==> config.mk <==
export PLATFORM = sky130hd
export DESIGN_NAME = fifo_sync_fwft_param_flat
export DESIGN_NICKNAME = d
export VERILOG_FILES = /design/src/rtl/fifo_sync_fwft_param_if.sv /design/src/rtl/fifo_sync_fwft_param.sv /design/src/flat_wrapper.sv
export SDC_FILE = /design/constraint.sdc
export NUM_CORES = 1
export LEC_CHECK = 0
export CAP_MARGIN = 40
export CORE_ASPECT_RATIO = 1.1
export CORE_MARGIN = 1
export CORE_UTILIZATION = 60
export CTS_BUF_LIST = sky130_fd_sc_hd__clkbuf_4 sky130_fd_sc_hd__clkbuf_8
export DETAILED_ROUTE_END_ITERATION = 10
export PLACE_DENSITY = 0.91
export SYNTH_ARGS = -nofsm -noshare
export SYNTH_HDL_FRONTEND = slang
export SYNTH_SLANG_ARGS = --single-unit
==> constraint.sdc <==
create_clock -name clk -period 4.7 [get_ports clk]
set_clock_uncertainty 0.05 [all_clocks]
set_input_delay 0.47 -clock clk [delete_from_list [all_inputs] [get_ports clk]]
set_output_delay 0.47 -clock clk [all_outputs]
set_load 0.01 [all_outputs]
**Cell density map**

The die is cut into 10 by 11 equal tiles; white is low, dark blue is high, 0 to 100% covered.
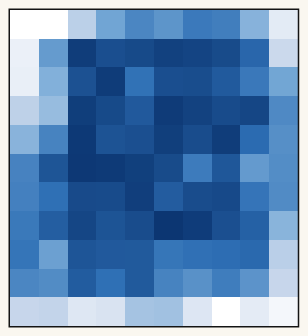
- fullest tile: 98%
- mean over tiles: 67%
- densest ninth of the die: middle
- nearly empty tiles: 2.7%
- tiles over 75% full: 48%
area of the core: 0.00944 mm2
post-layout util: 73.5%
FP Util: 62.1%

**Register map, names as in the netlist**

Scale bar: 20 um. Other sequential cells in the stronger gray, the rest of the logic in the fainter gray.
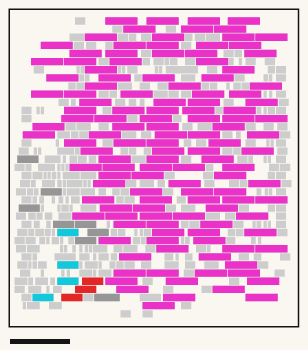
- magenta: u_core.r_mem (sequential cells 128)
- red: u_core.r_rp (sequential cells 3)
- cyan: u_core.bus.level (sequential cells 4; where bottom left)
- not colored: 8
register area: 0.00415 mm2
fraction of area in registers: 59.8%
Seq. pwr: 1400 uW

**Placed cells, one color a class**

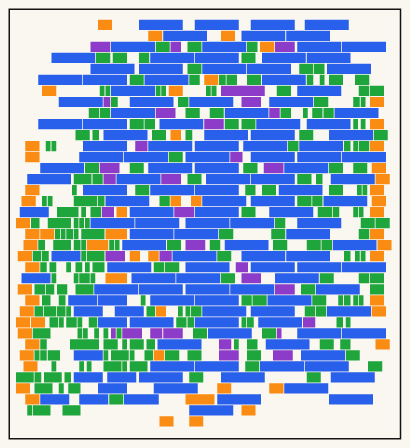
- green: remaining logic cells (cells 230)
- orange: remaining buffers and delay cells (cells 59)
- blue: registers (cells 143)
- purple: clock drivers and dummy loads (cells 32)
cell area after layout: 0.00694 mm2
Cell Rows: 37

==> reports/metrics.yaml <==
run_status:
  outcome: "complete, no violations"
finish:
  syn_to_final_growth_pct: 18.4
  final_nets: 485
  logic_area_mm2: 0.00165
  diodes: 0
  largest_reg_flops: 128
  drive_above_1_share_pct: 11.4
timing:
  fmax_mhz: 287
  hold_viol_final: 0
  fin_crit_ns: 3.48
  maxSlewHeadroom_pct: 40.8
  setup-violations-final: 0
  finalSetupTns_ns: 0
  hold_ws_ns: 0.431
synth:
  top_cells_by_count: "128 x edfxtp_1, 67 x mux2i_1, 41 x nand2_1, 32 x a22oi_1, 19 x nand3_1"
  netlist.area_leader.share_pct: 65.6
  synth_flops: 143
  syn_area_mm2: 0.00586
  ys_cells: 392
  synth.most_common_cell: "edfxtp_1"
  synthesis.nets: 426
  async_reset_ff_share_pct: 0
  top_area_cell: "edfxtp_1"
  yosysUniqueCellTypes: 31
  ys_area_mm2: 0.00586
  netlist_top_cells_area: "edfxtp_1 66%, mux2i_1 11%, dfxtp_1 5.1%"
  synth_seq_share_pct: 70.7
  yosys_most_used_dff: "edfxtp_1"
  edf_count: 128
  synth_cells: 392
power_and_ir_drop:
  p_leak_uw: 0.00225
  power_density_mw_per_mm2: 359
  powerClk_uw: 912
  seqPwrFrac_pct: 56.1
  switchingPower_uw: 589
  switching_share_pct: 23.6
  clockPowerShare_pct: 36.6
  peakVddDrop_uv: 200
  top_power_group: "registers"
  pg_comb_uw: 181
  combPwrFrac_pct: 7.3
hold_path:
  min_path_type: "register to register"
  whs_path_depth: 2
critical_path:
  crit_required_ns: 4.18
  slowest_stage: "and3_1"
  cp_cell_sequence: "inv_1, ha_1, nor3b_2, and3_1, nand2_1, nand2_1, clkdlybuf4s50_1"
  cp.depth: 7
  crit_family: "simple AND/OR/NAND/NOR gates"
  r2r_slack_ns: 1.73
  cp-end-kind: "output port"
  critPathMostFrequentCell: "nand2_1"
  cp_max_fo: 16
  critical_path_class: "register to output port"
  cpPeakStageDelay_ns: 0.74
  cp-start-kind: "register"
  reg2reg_depth: 8
drt:
  wirelength_mm: 11.9
  vias: 3492
  via_per_inst: 6.01
  post_drt_wl_per_cell_um: 20.5
  drtIter0Drc: 317
  firstDrtPassIters: 6
  ant_nets: 0
place:
  placement.io_buffers: 47
  place.gp.congestion: 0.794
die:
  die_w_um: 96.3
  chip_area_mm2: 0.0102
  io_pins: 48
  die_y_um: 106
cts:
  cts_max_level: 4
  cts.clk_slew.worst_paths_ns: 0.08
  cts_tree: "yes"
  cts.sinks: 143
  clk_path_buf_depth: 2
  cts_setup_buffers: 0
  clockRootBuffer: "clkbuf_8"
  cts_made_buffers: 17
  cts_resized: 0
grt:
  grt_pass1_wl_mm: 18.3
job:
  maxCapViolCount: 0
[cells in the final DEF, fill, tap and decap left out, types with 6 or more instances in the layout]
cell type          n
edfxtp_1         128
mux2i_1           67
clkdlybuf4s50_1   47
nand2_1           41
a22oi_1           32
nand3_1           19
nor2_1            17
clkbuf_8          17
dfxtp_1           14
ha_1              11
buf_4              8
a21oi_1            7
inv_1              6
[logic make-up after synthesis]
kind of cell,Yosys count,share of synthesized area (%)
buffers and inverters,27,1.94
AND/OR/NAND/NOR,98,7.77
flip-flops,143,70.7
multiplexers,67,11.4
XOR/XNOR,2,0.299
adder cells (fa/ha/maj),12,2.69
AND-OR/OR-AND,43,5.19
[stage by stage]
| step | worst slack, ns | total power, uW | area (um2) | std cells |
|---|---|---|---|---|
| finish | 1.22 | 2490 | 6940 | 581 |
| detailed placement | 1.39 | 1610 | 6570 | 549 |
| global placement | 1.55 | 1600 | 6510 | 545 |
| global route | 0.949 | 2560 | 6940 | 581 |
| floorplan | 1.17 | 1510 | 5860 | 392 |
| CTS | 1.16 | 2500 | 6940 | 581 |
[worst reg2reg max path, cell delays in order, from the launching register on]
cell	delay (ns)
dfxtp_1	0.37
inv_1	0.10
ha_1	0.22
nor4b_1	0.15
or3_1	0.55
inv_2	0.17
nand2_1	0.13
nor4_2	0.57
buf_4	0.34
[final cells by class]
class | instances | share of cell area (%)
Sequential cell | 143 | 59.8
Timing Repair Buffer | 59 | 8.58
Clock inverter | 15 | 1.96
Multi-Input combinational cell | 222 | 23.8
Inverter | 8 | 0.433
Clock buffer | 17 | 3.37
Tap cell | 117 | 2.11
[routing by layer]
layer  up-vias  wire length [um]  GRT usage [%]
met1      1716              4910           32.7
met3        19               766           6.28
met5         -                 0              0
met4         0               167           8.10
met2       146              6100           42.0
li1       1611                 -              -
Power figures rest on the tool's default switching activity, not on a simulated workload.
